==> images/final_congestion.png <==
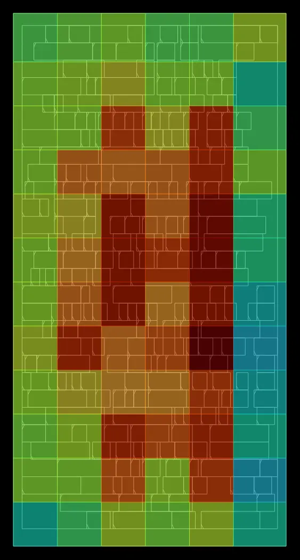
==> images/zoom.png <==
Window x 18 to 43, y 8 to 33 um. Cells in gray, sequential cells in the stronger gray; small squares are vias.
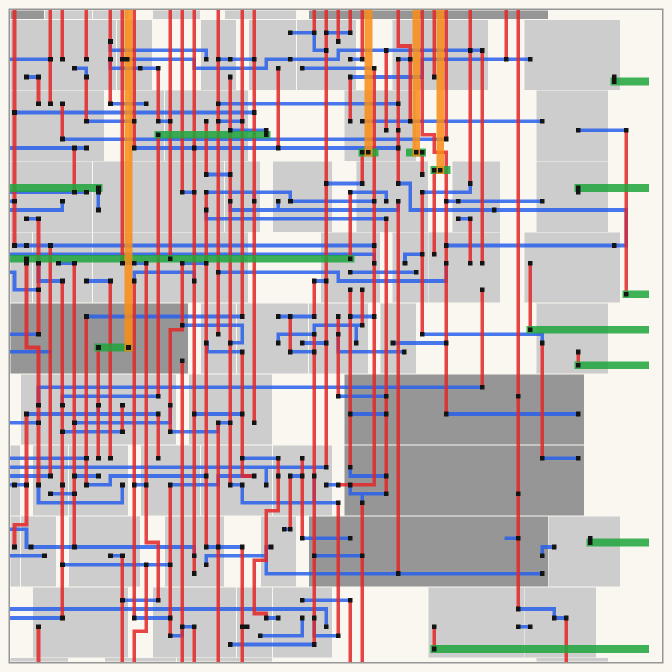
==> images/metal_stack.png <==
Only two layers are drawn.
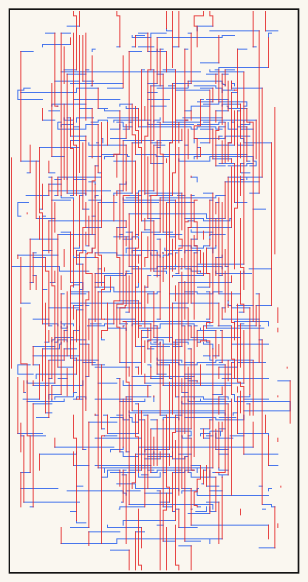
==> images/pdn.png <==
The bar under the picture is 10 um long. Pins as bars on the die edge. Tap cells in gray.
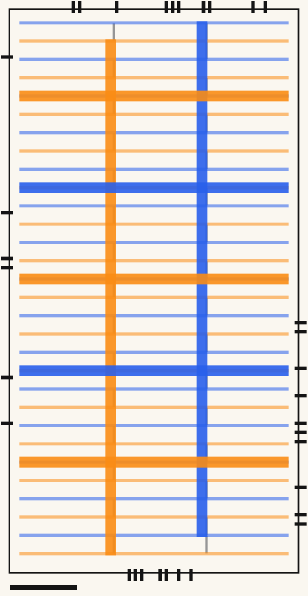
==> images/met4.png <==
Cells faint in the background.
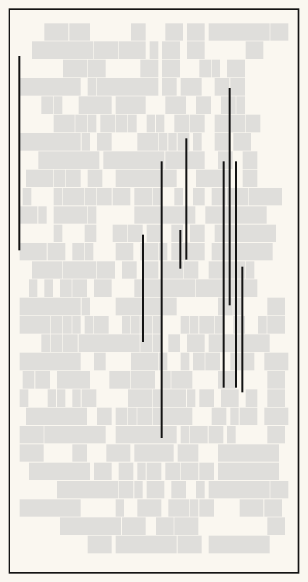
### config.mk
export PLATFORM = sky130hd
export DESIGN_NAME = board_controller
export DESIGN_NICKNAME = d
export VERILOG_FILES = /design/src/rtl/board_controller.sv
export SDC_FILE = /design/constraint.sdc
export NUM_CORES = 1
export LEC_CHECK = 0
export CAP_MARGIN = 20
export CORE_ASPECT_RATIO = 2
export CORE_UTILIZATION = 57
export DETAILED_ROUTE_END_ITERATION = 7
export GPL_ROUTABILITY_DRIVEN = 0
export PLACE_DENSITY = 0.85
export SLEW_MARGIN = 10
export SYNTH_ARGS = -nofsm -noshare
export SYNTH_HDL_FRONTEND = slang
export SYNTH_SLANG_ARGS = --single-unit
### constraint.sdc
create_clock -name clk -period 3.3 [get_ports clk]
set_clock_uncertainty 0.05 [all_clocks]
set_input_delay 0.495 -clock clk [delete_from_list [all_inputs] [get_ports clk]]
set_output_delay 0.495 -clock clk [all_outputs]
set_load 0.1 [all_outputs]
### src/rtl/board_controller.sv
// Tic-tac-toe game state: board register, turn alternation, per-turn timer
// and win/draw detection for the cursor-driven two-player game.
module board_controller #(
    parameter int TIMEOUT_CYCLES = 15
) (
    input  logic        clk,
    input  logic        rst,
    input  logic [3:0]  pos,
    input  logic        place,
    input  logic        new_game,
    output logic [17:0] board,
    output logic        turn,
    output logic [1:0]  winner,
    output logic        game_over,
    output logic        placed,
    output logic        rejected,
    output logic        timeout
);

    localparam int TW = (TIMEOUT_CYCLES > 0) ? $clog2(TIMEOUT_CYCLES + 1) : 1;
    localparam logic [TW-1:0] TLAST = (TIMEOUT_CYCLES > 0) ? TW'(TIMEOUT_CYCLES - 1) : '0;
    localparam bit TENABLE = (TIMEOUT_CYCLES > 0);

    typedef enum logic [1:0] {
        PLAY,
        CHECK,
        OVER
    } state_t;

    state_t          state_q, state_d;
    logic [8:0][1:0] cells_q, cells_d;
    logic            turn_q, turn_d;
    logic [1:0]      winner_q, winner_d;
    logic [TW-1:0]   timer_q, timer_d;
    logic            place_q;
    logic            placed_q, placed_d;
    logic            rejected_q, rejected_d;
    logic            timeout_q, timeout_d;

    logic            confirm;
    logic            posOk;
    logic [3:0]      idx;
    logic [1:0]      mark;

    function automatic logic hasLine(input logic [8:0][1:0] c, input logic [1:0] m);
        hasLine = (c[0] == m && c[1] == m && c[2] == m) ||
                  (c[3] == m && c[4] == m && c[5] == m) ||
                  (c[6] == m && c[7] == m && c[8] == m) ||
                  (c[0] == m && c[3] == m && c[6] == m) ||
                  (c[1] == m && c[4] == m && c[7] == m) ||
                  (c[2] == m && c[5] == m && c[8] == m) ||
                  (c[0] == m && c[4] == m && c[8] == m) ||
                  (c[2] == m && c[4] == m && c[6] == m);
    endfunction

    function automatic logic isFull(input logic [8:0][1:0] c);
        isFull = 1'b1;
        for (int i = 0; i < 9; i++) begin
            if (c[i] == 2'b00) isFull = 1'b0;
        end
    endfunction

    assign confirm = place & ~place_q;
    assign posOk   = (pos <= 4'd8);
    assign idx     = posOk ? pos : 4'd0;
    assign mark    = turn_q ? 2'b10 : 2'b01;

    always_comb begin
        state_d    = state_q;
        cells_d    = cells_q;
        turn_d     = turn_q;
        winner_d   = winner_q;
        timer_d    = timer_q;
        placed_d   = 1'b0;
        rejected_d = 1'b0;
        timeout_d  = 1'b0;

        if (new_game) begin
            state_d  = PLAY;
            cells_d  = '0;
            turn_d   = 1'b0;
            winner_d = 2'b00;
            timer_d  = '0;
        end else begin
            case (state_q)
                PLAY: begin
                    if (confirm) begin
                        // A confirm of either kind leaves the timer untouched this cycle.
                        if (posOk && cells_q[idx] == 2'b00) begin
                            cells_d[idx] = mark;
                            placed_d     = 1'b1;
                            state_d      = CHECK;
                        end else begin
                            rejected_d = 1'b1;
                        end
                    end else if (TENABLE) begin
                        if (timer_q == TLAST) begin
                            timeout_d = 1'b1;
                            turn_d    = ~turn_q;
                            timer_d   = '0;
                        end else begin
                            timer_d = timer_q + TW'(1);
                        end
                    end
                end
                CHECK: begin
                    // Only the mover can have completed a line, so a full board with a line is a win.
                    if (hasLine(cells_q, mark)) begin
                        winner_d = mark;
                        state_d  = OVER;
                    end else if (isFull(cells_q)) begin
                        winner_d = 2'b11;
                        state_d  = OVER;
                    end else begin
                        turn_d  = ~turn_q;
                        timer_d = '0;
                        state_d = PLAY;
                    end
                end
                OVER: begin
                    state_d = OVER;
                end
                default: begin
                    state_d = PLAY;
                end
            endcase
        end
    end

    always_ff @(posedge clk or negedge rst) begin
        if (!rst) begin
            state_q    <= PLAY;
            cells_q    <= '0;
            turn_q     <= 1'b0;
            winner_q   <= 2'b00;
            timer_q    <= '0;
            place_q    <= 1'b0;
            placed_q   <= 1'b0;
            rejected_q <= 1'b0;
            timeout_q  <= 1'b0;
        end else begin
            state_q    <= state_d;
            cells_q    <= cells_d;
            turn_q     <= turn_d;
            winner_q   <= winner_d;
            timer_q    <= timer_d;
            place_q    <= place;
            placed_q   <= placed_d;
            rejected_q <= rejected_d;
            timeout_q  <= timeout_d;
        end
    end

    assign board     = cells_q;
    assign turn      = turn_q;
    assign winner    = winner_q;
    assign game_over = (state_q == OVER);
    assign placed    = placed_q;
    assign rejected  = rejected_q;
    assign timeout   = timeout_q;

endmodule
==> run summary <==
Here are the numbers from the latest Yosys + OpenROAD run.

The category of the most critical setup path is register to register. Entering global routing, the biggest net connects 32 pins. The total clock buffers created by CTS is 5. The maximum single-stage delay on the critical path is 0.76 ns. The time the worst path needs with I/O delays and setup came out at 2.62 ns. The total number of H-tree levels came out at 2. The global routing stage identified its most utilized layer as met2. The worst setup path is launched from a register. The net count after synthesis came out at 220.

Of the total synthesized cell area, the portion taken by AND-OR and OR-AND cells is 0.233. The biggest fanout along the worst timing path is 21. The logs give a warning total of 27.

Among all cell types in the netlist, the one instantiated most often is sky130_fd_sc_hd__dfrtp_1. Per the synthesis report, the number of distinct cell types is 49. In the per-layer breakdown of the detailed-route log, met1 shows 1720 um. STA shows the worst reg2reg path with a cell count of 6. The top cell type in the final layout, fill and taps aside, is sky130_fd_sc_hd__dfrtp_1.

The number of sinks handled by clock tree synthesis is 31. The global-route wire length before repair came out at slightly above 8000 um. In the synthesized netlist, the cells that appear most often are 31 x sky130_fd_sc_hd__dfrtp_1, 27 x sky130_fd_sc_hd__o22ai_1, 26 x sky130_fd_sc_hd__inv_1. Summed over all nets, wire length on met3 after detailed routing comes to 245 um.

Per the layout area report, the sequential fraction of cell area is 0.345. The multi-input combinational area share is 0.422. The number of filler instances in the final layout is roughly 270. The top routing layer in use is met4. The endpoint of the worst setup timing path is timer_q[1]$_DFFE_PN0P_. The non-clock buffer instance count of the final layout came out at 34.

The number of placed cells counting well taps came out at between 200 and 300. The worst hold slack came out at 0.468 ns. Looking at the VDD voltage map, the peak drop is 0.348 mV. In the final layout, the multi-input gates occupy ~950 sq um. The fraction of layout cells with a size suffix above 1 is 0.176. In this run the cell area measured after placement is 0.00215 sq mm.

Looking at the hold checks, the worst path lands on timer_q[3]$_DFFE_PN0P_. The die is 42.8 um wide. The switching power share of the total is 0.285. The pre-CTS worst setup slack is 0.471 ns.

The standby leakage power is 0.942 nW. The cell count in the Yosys report came out at 210. The run finished with clean final reports. After clock tree synthesis, the repair step resized 0 gates. The clock edge transition at the registers on the reported setup and hold paths came out at 0.06 ns. The standard-cell row count came out at 29. The finished layout cell area came out at 0.00225 sq mm. STA lists the startpoint of the worst register-to-register path as turn$_DFFE_PN0P_.

The number of buffers on the longest clock path is 2. The path class of the tightest hold or removal check is register to register. The layout has 26 inverters outside the clock class. The count of yosys warnings during synthesis is 0.

The flow reports power dissipated in combinational cells as 0.000127 W. The number of buffers and inverters on the critical path came out at 0. Pins over their slew limit in the final report were tallied at 0.

The number of hold-slack violations in the final timing report is 0. The global-route congestion overflow total is 0. The portion of total power attributed to combinational logic came out at 0.145.

The startpoint of the most critical hold path is timer_q[3]$_DFFE_PN0P_. The core utilization before placement is 0.600. Hold analysis shows the worst path with a depth of 1. The overall power after layout came out at 0.000876 W.

The sequential-cell power consumption is 0.000414 W. The mapped netlist covers 0.00189 sq mm. The routed design uses 2840 um of met2 wire. The via count normalized by instance count came out at about 6.4. The count of cells in the finished layout, fillers not included, comes to 276. The master of the slowest instance on the critical path is sky130_fd_sc_hd__dfrtp_1. The ratio of final minimum period to clock period came out at 0.794. Based on the critical path, the design can be clocked at up to 0.382 GHz.

In this run the critical register-to-register path is captured at timer_q[1]$_DFFE_PN0P_. Per STA, the worst path accumulates the most delay in the family AND-OR/OR-AND gates. The number of global-route vias before repair is about 1800. The setup slack on the worst flop-to-flop path came out at 0.68 ns. The number of enable flip-flop cells is 0.

Per Yosys stat, the portion of area used by sequential elements is 0.410. The transition time of the tightest slew-check pin is between 0.9 and 1 ns. Of the total power, the clock network draws 0.382. Per the slew report, the remaining headroom to the max-slew limit stands at 0.352. The proportion of power drawn by flip-flops and latches came out at 0.473. For this design the ratio of total power to cell area is 390 mW/mm^2. The area of the die came out at 0.00357 sq mm. OpenSTA lists the critical path startpoint as turn$_DFFE_PN0P_. The synthesized-area fraction occupied by xor and xnor cells is 0.00463. Data on the critical path arrives at its endpoint at 2.73 ns. In this run the critical path is formed by or3b_1, o22ai_1, o32ai_1, nand4_2, o21ai_2, mux2_1. The number of nets in the layout is between 200 and 300. The number of flip-flops under the largest register name came out at 18. The largest share of the power goes to sequential cells. The final timing report gives a worst setup slack of 0.681 ns. The multi-input logic cell count is approximately 150. The core region is 0.00316 sq mm. The detail route stage leaves a number of antenna-violating nets equal to 0.
-- final_congestion.png (at the start) --
Overall Global Routing Usage: 0.303
met2 GRT Util: 0.507
met3 usage: 0.0541
utilization after layout: 0.712
met1 Resource Use GR: 0.319

-- zoom.png (at the start) --
legend:
  met3:
    color: green
  met1:
    color: blue
  met4:
    color: orange
  met2:
    color: red
netlist names of flops here include: board (3), placed (1)
sequential cells in the window: 4
most frequent: o22ai_1 (7), inv_1 (6), buf_4 (6)
cells with their middle in the window: 53

-- metal_stack.png (at the start) --
legend:
  met1:
    color: blue
    wire_length: 1720 um
  met2:
    color: red
    wire_length: 2840 um

-- pdn.png (at the start) --
legend:
  VSS:
    color: orange
  VDD:
    color: blue
signal pins: 33
rows: 29
met4 straps: 2
met1 rails: 30

-- met4.png (at the start) --
main direction: vertical
wire length on this layer: 225 um
share of all routed wire: 4.5%

Power figures rest on the tool's default switching activity, not on a simulated workload.
